--- config.mk ---
export PLATFORM = sky130hd
export DESIGN_NAME = seq_shift_unit
export DESIGN_NICKNAME = d
export VERILOG_FILES = /design/src/rtl/seq_shift_unit.sv
export SDC_FILE = /design/constraint.sdc
export NUM_CORES = 1
export LEC_CHECK = 0
export CAP_MARGIN = 20
export CORE_MARGIN = 2
export CORE_UTILIZATION = 50
export DETAILED_ROUTE_END_ITERATION = 10
export GPL_TIMING_DRIVEN = 0
export PLACE_DENSITY = 0.81
export SLEW_MARGIN = 20
export SYNTH_ARGS = -nofsm -noshare
export SYNTH_HDL_FRONTEND = slang
export SYNTH_SLANG_ARGS = --single-unit
--- constraint.sdc ---
create_clock -name clk -period 2.25 [get_ports clk]
set_input_delay 0.45 -clock clk [delete_from_list [all_inputs] [get_ports clk]]
set_output_delay 0.45 -clock clk [all_outputs]
set_load 0.02 [all_outputs]
--- src/rtl/seq_shift_unit.sv ---
// -----------------------------------------------------------------------------
// seq_shift_unit
//
// Multi-cycle shift/rotate register. A command is accepted on a rising edge
// with start=1 while the unit is IDLE or DONE. LOAD and hold complete
// immediately. Shift commands move q by at most STEP bits per cycle until the
// requested amount has been applied. DONE always lasts exactly one cycle, and
// the unit can take a new command during that cycle.
//
// Parameters
//   WIDTH   data width (power of two, >= 8)
//   STEP    maximum bits shifted per clock (power of two, 1..WIDTH)
//
// Ports
//   clk      rising-edge clock
//   rst      asynchronous active-high reset
//   start    command request
//   op       opcode: 000 hold, 001 SLL, 011 SRL, 010 SRA, 100 ROL,
//            101 ROR, 111 LOAD, 110 reserved (hold)
//   shamt    shift amount, log2(WIDTH) bits
//   data_in  LOAD value
//   q        register contents
//   busy     high while a shift is in progress
//   done     one-cycle completion pulse
// -----------------------------------------------------------------------------
module seq_shift_unit #(
  parameter int WIDTH = 32,
  parameter int STEP  = 1
) (
  input  logic                     clk,
  input  logic                     rst,
  input  logic                     start,
  input  logic [2:0]               op,
  input  logic [$clog2(WIDTH)-1:0] shamt,
  input  logic [WIDTH-1:0]         data_in,
  output logic [WIDTH-1:0]         q,
  output logic                     busy,
  output logic                     done
);

  localparam int SHW = $clog2(WIDTH);
  // One extra bit so that STEP == WIDTH is representable in the step compare.
  localparam int CW  = SHW + 1;

  localparam logic [2:0] OP_HOLD = 3'b000;
  localparam logic [2:0] OP_SLL  = 3'b001;
  localparam logic [2:0] OP_SRA  = 3'b010;
  localparam logic [2:0] OP_SRL  = 3'b011;
  localparam logic [2:0] OP_ROL  = 3'b100;
  localparam logic [2:0] OP_ROR  = 3'b101;
  localparam logic [2:0] OP_LOAD = 3'b111;

  typedef enum logic [1:0] {
    S_IDLE = 2'd0,
    S_BUSY = 2'd1,
    S_DONE = 2'd2
  } state_t;

  state_t           r_state;
  state_t           w_state_next;
  logic [WIDTH-1:0] r_q;
  logic [WIDTH-1:0] w_q_next;
  logic [SHW-1:0]   r_rem;
  logic [SHW-1:0]   w_rem_next;
  logic [2:0]       r_op;
  logic [2:0]       w_op_next;

  logic             w_accept;
  logic             w_is_shift;
  logic [CW-1:0]    w_rem_ext;
  logic [CW-1:0]    w_k;
  logic [WIDTH-1:0]   w_step_res;
  logic [2*WIDTH-1:0] w_rol_full;
  logic [2*WIDTH-1:0] w_ror_full;

  // Commands are taken in IDLE and DONE; BUSY silently drops start.
  assign w_accept = start && (r_state != S_BUSY);

  always_comb begin
    w_is_shift = 1'b0;
    case (op)
      OP_SLL, OP_SRL, OP_SRA, OP_ROL, OP_ROR: w_is_shift = 1'b1;
      default:                                w_is_shift = 1'b0;
    endcase
  end

  // Bits moved this cycle: min(STEP, remaining).
  assign w_rem_ext = {1'b0, r_rem};
  assign w_k       = (w_rem_ext > CW'(STEP)) ? CW'(STEP) : w_rem_ext;

  // Rotations via a doubled word: the half that survives the shift already
  // holds the wrapped-around bits.
  assign w_rol_full = {r_q, r_q} << w_k;
  assign w_ror_full = {r_q, r_q} >> w_k;

  always_comb begin
    w_step_res = r_q;
    case (r_op)
      OP_SLL:  w_step_res = r_q << w_k;
      OP_SRL:  w_step_res = r_q >> w_k;
      // Sign bit is taken from q as it stands at this step.
      OP_SRA:  w_step_res = WIDTH'($signed(r_q) >>> w_k);
      OP_ROL:  w_step_res = w_rol_full[2*WIDTH-1:WIDTH];
      OP_ROR:  w_step_res = w_ror_full[WIDTH-1:0];
      default: w_step_res = r_q;
    endcase
  end

  // Next-state / datapath logic
  always_comb begin
    w_state_next = r_state;
    w_q_next     = r_q;
    w_rem_next   = r_rem;
    w_op_next    = r_op;
    case (r_state)
      S_IDLE, S_DONE: begin
        w_state_next = S_IDLE;
        if (w_accept) begin
          w_state_next = S_DONE;
          if (op == OP_LOAD) begin
            w_q_next = data_in;
          end else if (w_is_shift) begin
            // q is left alone on the acceptance edge; work starts in BUSY.
            w_op_next  = op;
            w_rem_next = shamt;
            if (shamt != '0) begin
              w_state_next = S_BUSY;
            end
          end
        end
      end
      S_BUSY: begin
        w_q_next   = w_step_res;
        w_rem_next = r_rem - w_k[SHW-1:0];
        if (w_rem_next == '0) begin
          w_state_next = S_DONE;
        end
      end
      default: begin
        w_state_next = S_IDLE;
      end
    endcase
  end

  always_ff @(posedge clk or posedge rst) begin
    if (rst) begin
      r_state <= S_IDLE;
      r_q     <= '0;
      r_rem   <= '0;
      r_op    <= OP_HOLD;
    end else begin
      r_state <= w_state_next;
      r_q     <= w_q_next;
      r_rem   <= w_rem_next;
      r_op    <= w_op_next;
    end
  end

  assign q    = r_q;
  assign busy = (r_state == S_BUSY);
  assign done = (r_state == S_DONE);

endmodule

==> COMMIT_EDITMSG <==
Record implementation results from latest flow run

- Result of the run: finished, final reports clean
* Post-synthesis simple-gate area fraction: 20.48%
* Top area cell types: dfrtp_1, a221o_1, o2bb2ai_1, nand3b_1, nand2b_1
- After technology mapping, the gate count stands at 335.
- Maximum number of pins on one net before global-route repair: 34
* Die height: about 82 um
- Area added between synthesis and finish: 33.58%
* Worst r2r dst: q[21]$_DFFE_PP0P_
- Maximum vdd ir drop: 0.001003 V
* Largest type area fraction: between 30% and 40%
* Portion of the clock cycle consumed by the worst path in the final layout: a little over nine tenths
- Pins over their slew limit in the final report were tallied at 0.
- Clock buffers and inverters, area share: 1.875%
* Pin slew with the least headroom to its limit: 0.5146 ns
* Layout net count: 468
- Power per cell area: between 1500 and 2000 nW/um^2
* Post-DP Area: 3923 um^2
- Before CTS, the worst setup slack after placement is -0.1931 ns.
- The CTS report gives the tree buffer count as 5.
* Main synth FF type: dfrtp_1
- The first global-routing pass estimated about 15,000 um of wire.
* # H-tree levels: 2
- Number of logged tool warnings: 27
- In this run, the synthesized area fraction spent on xor and xnor cells is recorded as less than 1%.
- Clk pin slew, worst setup/hold paths: 0.08 ns
- Per the final timing report, the hold violations number 0.
- Total of plain and repair buffers excluding clock buffers: 114
- For reference, the mux area share after synthesis is 0%.
- Most common cell after layout, fill and taps aside: clkdlybuf4s50_1
- The end-of-flow timing check tallies setup violations at 0.
* Synthesized area: 3048 um^2
- The final design was reported to hold multi-input combinational gates totalling 250.
- After detailed routing, the number of remaining DRC violations is 0.
* FF-to-FF path depth: 8
- Summing internal, switching and leakage power gives between 7 and 8 mW.
- Once detail routing completed, the nets flagged for antenna violations numbered 0.
- Min-Delay Path Class: in -> async
- Buffers inserted to repair hold after CTS numbered 0.
- Summed over all nets, the half-perimeter wirelength after detailed placement is around 6600 um.
* Fmax: 459.0 MHz
- Crit path capture type: output port
* Type of element launching the critical path: flip-flop
- The post-route netlist has approximately 10% of its cells at a drive strength greater than 1.
- Post-route worst hold slack: 0.4000 ns
- In the floorplan report the effective utilization is 51.48%.
- Before antenna repair, the detailed router went through 8 iterations.
* Most area-hungry cell class in the final design: logic gates
* Filler-free cell count of the finished design: 497
- Top logic family: AND-OR/OR-AND gates
* Slew margin rel.: 65.70%
- Looking at the critical path, the highest net fanout was 10.
- Averaged over all synthesized cells, the footprint is 9.098 um^2.
- At the worst endpoint, the required time is 1.80 ns.
- FA/HA/MAJ Cells, Area Fraction: about 1.2%
- Worst setup path startpoint: r_state[1]$_DFFE_PP0P_
- Fill cell count: 485
- Latency at later pin: approximately 0.30 ns
- Crit path DAT: 1.73 ns
- Global route summary, busiest routing layer listed as met2.
- The launch point of the worst register-to-register path is recorded as r_op[1]$_DFFE_PP0P_.
- CTS placed an instance of clkbuf_8 at the clock tree root.
- For this run, the script counts the antenna cells in the layout as 0.
- The smallest clock period supported by the final layout is computed as 2.179 ns.
- Setup repair after global routing left no endpoint under its margin.
- Flip-flops with a built-in enable: 0
- Number of global-route vias before repair: between 3,000 and 4,000
* RePlAce Congestion: 0.8908
- Layout clock buffer count: 7
* Worst setup margin: 0.07111 ns
- Capturing element of the worst setup path: busy
- Multi-input gate share of total cell area: 44.71%
- Synthesis inferred 42 register bits.
- The layout report lists the multi-input gate area as 1821 um^2.
* Netlist cell types: 48
## what timing repair did
action / in CTS / in global routing
gates resized: 10 / 15
endpoints found under the setup margin: 32 / 27
setup buffers: 0 / 3
pin swaps: 0 / 1
## worst max-delay path: stages, from the launching register on
cell           delay (ns)
dfrtp_1              0.38
nand2b_1             0.14
buf_2                0.19
inv_4                0.13
clkbuf_4             0.24
dlygate4sd2_1        0.35
## layer usage
layer	vias up	part of all wire (%)
met2	185	47
met5	-	0
met4	0	0.79
li1	1493	-
met3	9	8.2
met1	1563	44
## report_power, final
part | leakage, nW | internal, mW | switching (mW)
registers | 0.524 | 1.13 | 0.592
logic | 0.951 | 2.25 | 2.61
clock network | 0.0383 | 0.214 | 0.264
total | 1.51 | 3.60 | 3.47
Figure 1. Cell placement.
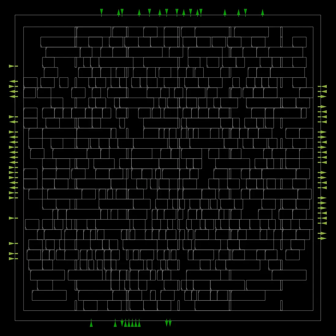
Tap Cells: 75
core area: 5921 um^2
final cell utilization of the core: 68.77%
number of flip-flops and latches: 42

Figure 2. I/O nets highlighted.
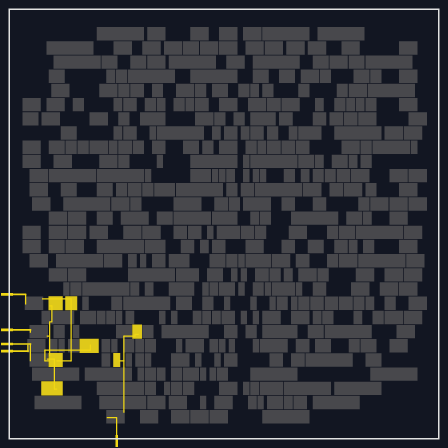
Key: yellow = shamt [bits 5, direction input, edge 4 left, 1 bottom, end cells 7, wire 94.7 um]
number of primary I/O pins: 77
IO Port Bufs: 76

Figure 3. The metal 3 layer.
The bar under the picture is 20 um long.
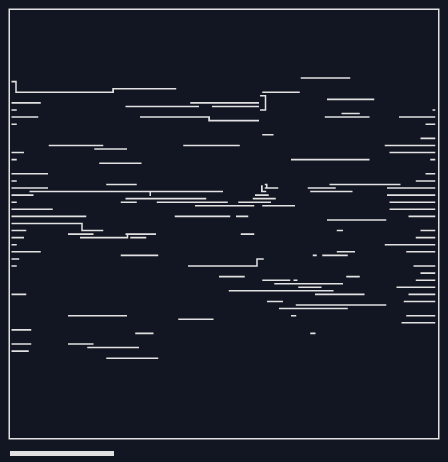
The layer holds 8.2% of the routed length. The layer carries 768 um of wire. The wires run mostly horizontal. 99 nets have wire on it. The longest straight run is 36.8 um.
total via count in the routed design: 3,250
final wirelength: 9379 um
fraction of met3 tracks used by global routing: 4.176%

Figure 4. Placement by cell class.
Fill, decap, tap and diode cells in grey.
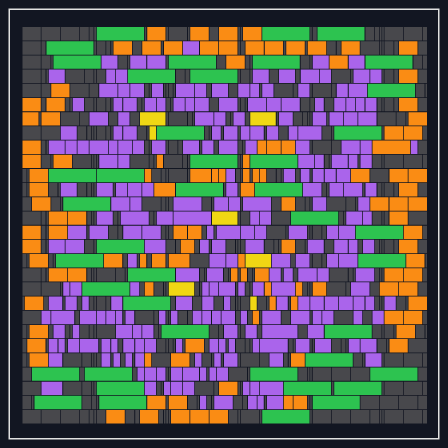
Key: orange = remaining buffers and delay cells [cells 114, share of their area 25%]; green = registers [cells 42, share of their area 26%]; yellow = clock drivers and dummy loads [cells 7, share of their area 1.9%]; purple = remaining logic cells [cells 259, share of their area 47%]
count of standard-cell rows: 28
share of cell area taken by flip-flops and latches: 25.81%
final design area excluding fillers: 4071 um^2

Figure 5. Met2 routing.
Cells faint in the background.
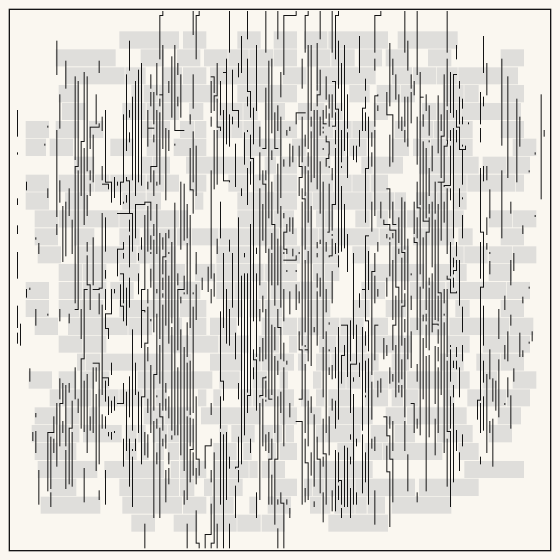
The layer carries 4,420 um of wire. 393 nets have wire on it. The layer holds 47% of the routed length. The longest straight run is 35.2 um. The wires run mostly vertical.
grt met2 use: 46.83%

No activity file was given, so power comes from the tool's default toggle rates.
